`config.mk`:
```
export PLATFORM = sky130hd
export DESIGN_NAME = spi_ram_ctrl
export DESIGN_NICKNAME = d
export VERILOG_FILES = /design/src/rtl/spi_ram_pkg.sv /design/src/rtl/spi_ram_mem.sv /design/src/rtl/spi_ram_ctrl.sv
export SDC_FILE = /design/constraint.sdc
export NUM_CORES = 2
export LEC_CHECK = 0
export ABC_AREA = 1
export CORE_AREA = 2 2 503 505
export CTS_CLUSTER_DIAMETER = 50
export DETAILED_ROUTE_END_ITERATION = 8
export DIE_AREA = 0 0 505 507
export PLACE_DENSITY = 0.5
export SLEW_MARGIN = 10
export SYNTH_ARGS = -nofsm -noshare
export SYNTH_HDL_FRONTEND = slang
export SYNTH_HIERARCHICAL = 1
export SYNTH_SLANG_ARGS = --single-unit
```
`constraint.sdc`:
```
create_clock -name clk -period 2.9 [get_ports clk]
set_clock_uncertainty 0.2 [all_clocks]
set_input_delay 0.725 -clock clk [delete_from_list [all_inputs] [get_ports clk]]
set_output_delay 0.725 -clock clk [all_outputs]
set_load 0.02 [all_outputs]
```
`src/rtl/spi_ram_pkg.sv`:
```
// Shared constants for the SPI-slave memory back end.
// Holds the 2-bit frame opcodes and the cmd_err cause codes used by
// spi_ram_ctrl and by anything that decodes its error output.
package spi_ram_pkg;

    // Frame opcodes, carried in the two MSBs of every received frame
    localparam logic [1:0] OP_WADDR = 2'b00;
    localparam logic [1:0] OP_WDATA = 2'b01;
    localparam logic [1:0] OP_RADDR = 2'b10;
    localparam logic [1:0] OP_RDATA = 2'b11;

    // Error causes reported on err_code while cmd_err is high
    localparam logic [1:0] ERR_NONE      = 2'b00;
    localparam logic [1:0] ERR_NOT_ARMED = 2'b01;
    localparam logic [1:0] ERR_OVERRUN   = 2'b10;

endpackage

```
`src/rtl/spi_ram_mem.sv`:
```
// Simple dual-port synchronous word RAM (DATA_WIDTH x 2**ADDR_WIDTH).
// Ports:
//   clk, rst        clock / async active-high reset (output register only)
//   we, waddr, wdata   write port
//   re, raddr       read port; rdata register loads when re=1, holds otherwise
//   rdata           registered read word
// The array itself is not reset; only the output register clears so the
// read word seen by the SPI engine is 0 out of reset.
module spi_ram_mem #(
    parameter int ADDR_WIDTH = 8,
    parameter int DATA_WIDTH = 8
) (
    input  logic                  clk,
    input  logic                  rst,
    input  logic                  we,
    input  logic [ADDR_WIDTH-1:0] waddr,
    input  logic [DATA_WIDTH-1:0] wdata,
    input  logic                  re,
    input  logic [ADDR_WIDTH-1:0] raddr,
    output logic [DATA_WIDTH-1:0] rdata
);

    localparam int DEPTH = 2 ** ADDR_WIDTH;

    logic [DATA_WIDTH-1:0] mem_q [0:DEPTH-1];
    logic [DATA_WIDTH-1:0] rdata_d;
    logic [DATA_WIDTH-1:0] rdata_q;

    always_ff @(posedge clk) begin
        if (we) begin
            mem_q[waddr] <= wdata;
        end
    end

    always_comb begin
        rdata_d = rdata_q;
        if (re) begin
            rdata_d = mem_q[raddr];
        end
    end

    always_ff @(posedge clk or posedge rst) begin
        if (rst) begin
            rdata_q <= '0;
        end else begin
            rdata_q <= rdata_d;
        end
    end

    assign rdata = rdata_q;

endmodule

```
`src/rtl/spi_ram_ctrl.sv`:
```
// SPI-slave memory back end: decodes opcode-prefixed frames from the SPI
// shift engine into pointer loads, memory writes and memory reads, and
// returns read words through a valid/ready handshake.
// Ports:
//   clk, rst          clock / async active-high reset
//   rx_valid, rx_data received frame {opcode[1:0], payload[DATA_WIDTH-1:0]}
//   tx_ready          SPI engine takes tx_data this cycle
//   tx_valid, tx_data read word offered to the SPI engine, held until taken
//   cmd_err, err_code one-cycle error pulse and its cause (00 when idle)
module spi_ram_ctrl
    import spi_ram_pkg::*;
#(
    parameter int ADDR_WIDTH = 8,
    parameter int DATA_WIDTH = 8,
    parameter int AUTO_INC   = 1
) (
    input  logic                  clk,
    input  logic                  rst,
    input  logic                  rx_valid,
    input  logic [DATA_WIDTH+1:0] rx_data,
    input  logic                  tx_ready,
    output logic                  tx_valid,
    output logic [DATA_WIDTH-1:0] tx_data,
    output logic                  cmd_err,
    output logic [1:0]            err_code
);

    localparam logic [ADDR_WIDTH-1:0] PTR_ONE = ADDR_WIDTH'(1);

    logic [1:0]            opcode;
    logic [DATA_WIDTH-1:0] payload;

    logic [ADDR_WIDTH-1:0] wr_ptr_d, wr_ptr_q;
    logic [ADDR_WIDTH-1:0] rd_ptr_d, rd_ptr_q;
    logic                  rd_armed_d, rd_armed_q;
    logic                  tx_valid_d, tx_valid_q;
    logic                  cmd_err_d, cmd_err_q;
    logic [1:0]            err_code_d, err_code_q;
    logic                  mem_we;
    logic                  mem_re;

    assign opcode  = rx_data[DATA_WIDTH+1:DATA_WIDTH];
    assign payload = rx_data[DATA_WIDTH-1:0];

    always_comb begin
        wr_ptr_d   = wr_ptr_q;
        rd_ptr_d   = rd_ptr_q;
        rd_armed_d = rd_armed_q;
        // A pending word is retired when the engine takes it; a valid
        // RDATA below re-asserts it on the same edge for bubble-free bursts.
        tx_valid_d = tx_valid_q & ~tx_ready;
        cmd_err_d  = 1'b0;
        err_code_d = ERR_NONE;
        mem_we     = 1'b0;
        mem_re     = 1'b0;

        if (rx_valid) begin
            case (opcode)
                OP_WADDR: begin
                    wr_ptr_d = payload[ADDR_WIDTH-1:0];
                end
                OP_WDATA: begin
                    mem_we = 1'b1;
                    if (AUTO_INC != 0) begin
                        wr_ptr_d = wr_ptr_q + PTR_ONE;
                    end
                end
                OP_RADDR: begin
                    rd_ptr_d   = payload[ADDR_WIDTH-1:0];
                    rd_armed_d = 1'b1;
                end
                default: begin
                    if (!rd_armed_q) begin
                        cmd_err_d  = 1'b1;
                        err_code_d = ERR_NOT_ARMED;
                    end else if (tx_valid_q && !tx_ready) begin
                        // Previous word still pending: drop this read.
                        cmd_err_d  = 1'b1;
                        err_code_d = ERR_OVERRUN;
                    end else begin
                        mem_re     = 1'b1;
                        tx_valid_d = 1'b1;
                        if (AUTO_INC != 0) begin
                            rd_ptr_d = rd_ptr_q + PTR_ONE;
                        end
                    end
                end
            endcase
        end
    end

    always_ff @(posedge clk or posedge rst) begin
        if (rst) begin
            wr_ptr_q   <= '0;
            rd_ptr_q   <= '0;
            rd_armed_q <= 1'b0;
            tx_valid_q <= 1'b0;
            cmd_err_q  <= 1'b0;
            err_code_q <= ERR_NONE;
        end else begin
            wr_ptr_q   <= wr_ptr_d;
            rd_ptr_q   <= rd_ptr_d;
            rd_armed_q <= rd_armed_d;
            tx_valid_q <= tx_valid_d;
            cmd_err_q  <= cmd_err_d;
            err_code_q <= err_code_d;
        end
    end

    // The RAM output register doubles as tx_data: it loads only on an
    // accepted read and holds otherwise, so a pending word stays stable.
    spi_ram_mem #(
        .ADDR_WIDTH (ADDR_WIDTH),
        .DATA_WIDTH (DATA_WIDTH)
    ) u_mem (
        .clk   (clk),
        .rst   (rst),
        .we    (mem_we),
        .waddr (wr_ptr_q),
        .wdata (payload),
        .re    (mem_re),
        .raddr (rd_ptr_q),
        .rdata (tx_data)
    );

    assign tx_valid = tx_valid_q;
    assign cmd_err  = cmd_err_q;
    assign err_code = err_code_q;

endmodule
```
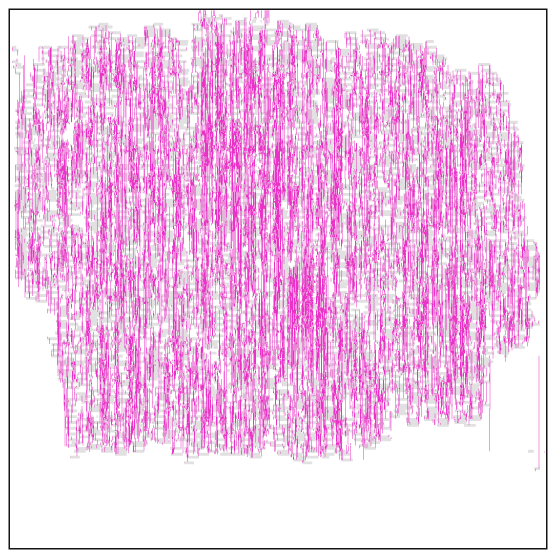
layer_met2.png
Cells faint in the background.
The layer holds 47% of the routed length. The wires run mostly vertical. The layer carries 123 mm of wire.
met2 Use GR: 31.96%
Vias: 57740
Total Wirelength: 264700 µm

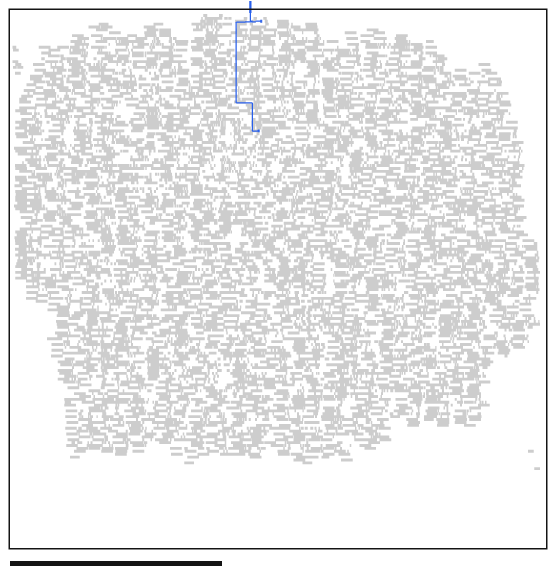
io_fan.png
Scale bar: 200 µm.
Key: blue = rst [bits 1, direction input, edge north, end cells 2, buffers 1, wire 159 µm]
IO buf count: 25
I/O pin total: 26

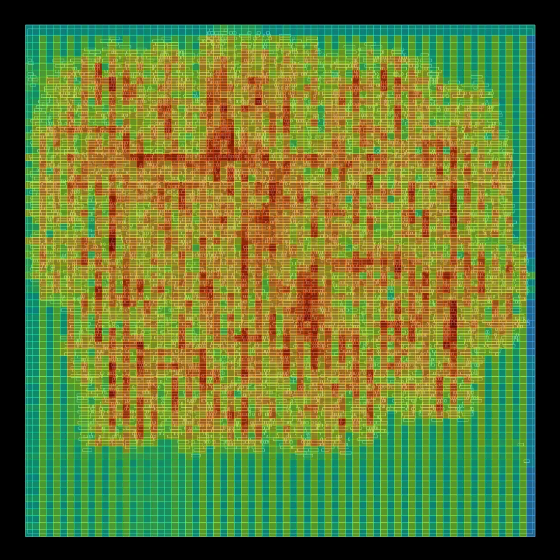
congestion.png
most used routing layer: met2
Avg WL per Cell: 23.78 µm
GRT Total Usage: 20.00%
final core occ: 40.57%

==> ci_impl_report.md <==
### Metrics collected by this job

| Metric | Value |
|---|---|
| Flop share of the area | 61.25% |
| Worst slack at placement | -0.4568 ns |
| Clock Sinks | a little over 2000 |
| Switching portion of total power | roughly a third |
| CTS root buffer | clkbuf_16 |
| Largest register FFs | just over 2000 |
| Combinational gate power | roughly 23 mW |
| Cell Type Count | 26 |
| Int Pwr | ~56 mW |
| CP peak stage delay | about 0.56 ns |
| Die height | about 510 µm |
| TAP cells | 3348 |
| P_clk | between 20 and 30 mW |
| # clk buffers | 262 |
| Fin crit share | 100.4% |
| Post-route ant nets | 0 |
| Slew margin rel. | between 40% and 50% |
| Pre-Repair DR Iteration Count | 6 |
| R2R setup slack | -0.01 ns |
| Synth area leader | edfxtp_1 |
| H-tree depth | 4 |
| Most used cell along the critical path | nand3_1 |
| Pins over their slew limit | 0 |
| Top Layout Cells | nand2_1 (2161), edfxtp_1 (2048), nand3_1 (1983) |
| RSZ-0062 raised after global routing | yes |
| Die width | roughly 510 µm |
| Latency at later pin | ~0.87 ns |
| Endpoints failing setup | 1 |
| NetSw | between 20 and 30 mW |
| Worst Tran Pin Value | 0.7509 ns |
| Max-Cap Viols | 0 |
| Grt met3 use | under 10% |
| Area fraction in mux cells | 0% |
| Xor and xnor area share after synthesis | less than 1% |
| Failing checks | negative setup slack |
| Cell count after synthesis | approximately 7200 |
| Status | finished with violations |
| Placed Area | 93040 µm² |
| Finished Layout Cells | approximately 11000 |
| Ys Warns | 6 |
| Syn_nets | 7214 |
| CP delay by family, top | simple AND/OR/NAND/NOR gates |
| Basic Gates by Area | 23.21% |
| Worst reg2reg path depth | 14 |
| Crit. Startpoint | rd_ptr_q[0] |
| Largest logic family | simple AND/OR/NAND/NOR gates |
| Power Total | 84.38 mW |
| Via-to-Cell Ratio | 5.187 |
| Pleak | around 36 nW |
| Top cell excl fill/tap | nand2_1 |
| Top Consumer | registers |
| Synthesis-to-layout area growth | 19.98% |
| # Post-CTS Setup Buffers | 6 |
| Clock network power share | about a third |
| Tool Warnings | 29 |
| Mi-comb count | about 4600 |
| Achievable frequency | 0.3433 GHz |
| Wire length on met3 | roughly 19000 µm |
| Min Hold Slack | approximately 0.073 ns |
| R2R Path Start | rd_ptr_q[0] |
| Met1 wire length | 116100 µm |
| Asr flop ratio synth | 1.396% |
| WS Path Type | flop to flop |
| DP HPWL | around 160000 µm |
| Final hold vios | 0 |
| TritonCTS clock tree | done |
| Fp_density | approximately a third |
| Top cells by count | nand2_1 (2168), nand3_1 (2061), edfxtp_1 (2048) |
| Number of global-route vias before repair | about 56000 |
| Largest net degree at the start of global routing | approximately 90 |
| Comb pwr share | approximately 27% |
| WP depth | 14 |
| WHS Endpoint | u_mem/mem_q[62][2] |
| Row count | between 150 and 200 |
| Seq Cell Count | a little over 2000 |
| Post-Syn Area | approximately 85000 µm² |
| Top layer reached by signal wires | met5 |
| Startpoint types | flop |
| Yosys top cell by instances | nand2_1 |
| Hold-fix buffer count after cts | 3 |
| Placeable Area | roughly 250000 µm² |
| Tmin final | about 3 ns |
| Slowest-stage cell, CP | dfrtp_4 |
| Layout cells sized above 1 | between 10% and 20% |
| Comb area | 20310 µm² |
| Final worst slack | -0.01294 ns |
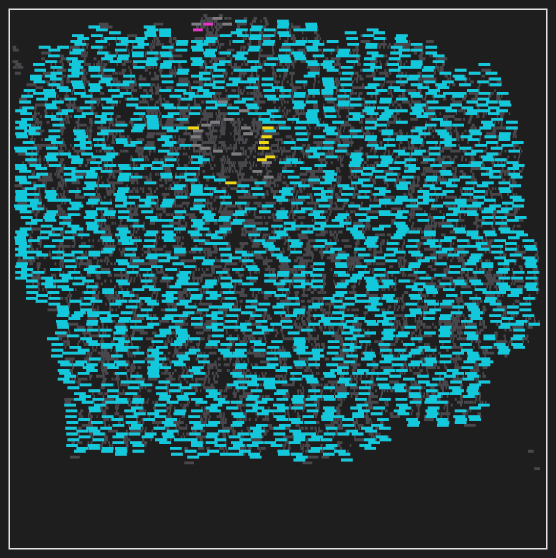
flops_by_reg.png
Other sequential cells in the stronger gray, the rest of the logic in the fainter gray.
Key: yellow = rd_ptr_q [sequential cells 8, where north]; magenta = err_code [sequential cells 2]; cyan = u_mem/mem_q [sequential cells 2048, where all over the die]

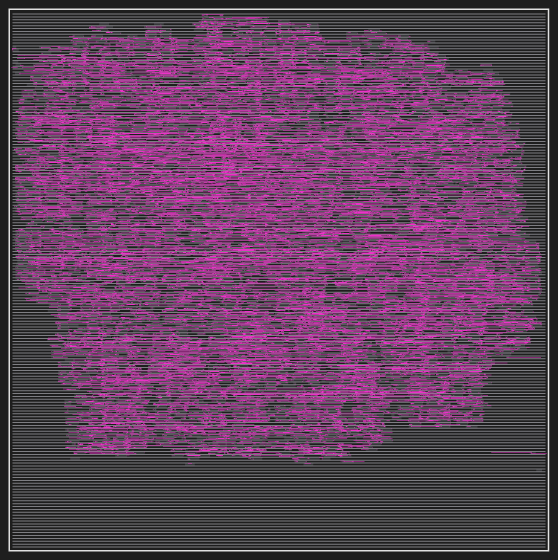
layer_met1.png
Supply wires on this layer in gray. Cells faint in the background.
The layer holds 44% of the routed length. 7143 nets have wire on it. The layer carries 116 mm of wire.

Power and IR drop assume default switching activity.
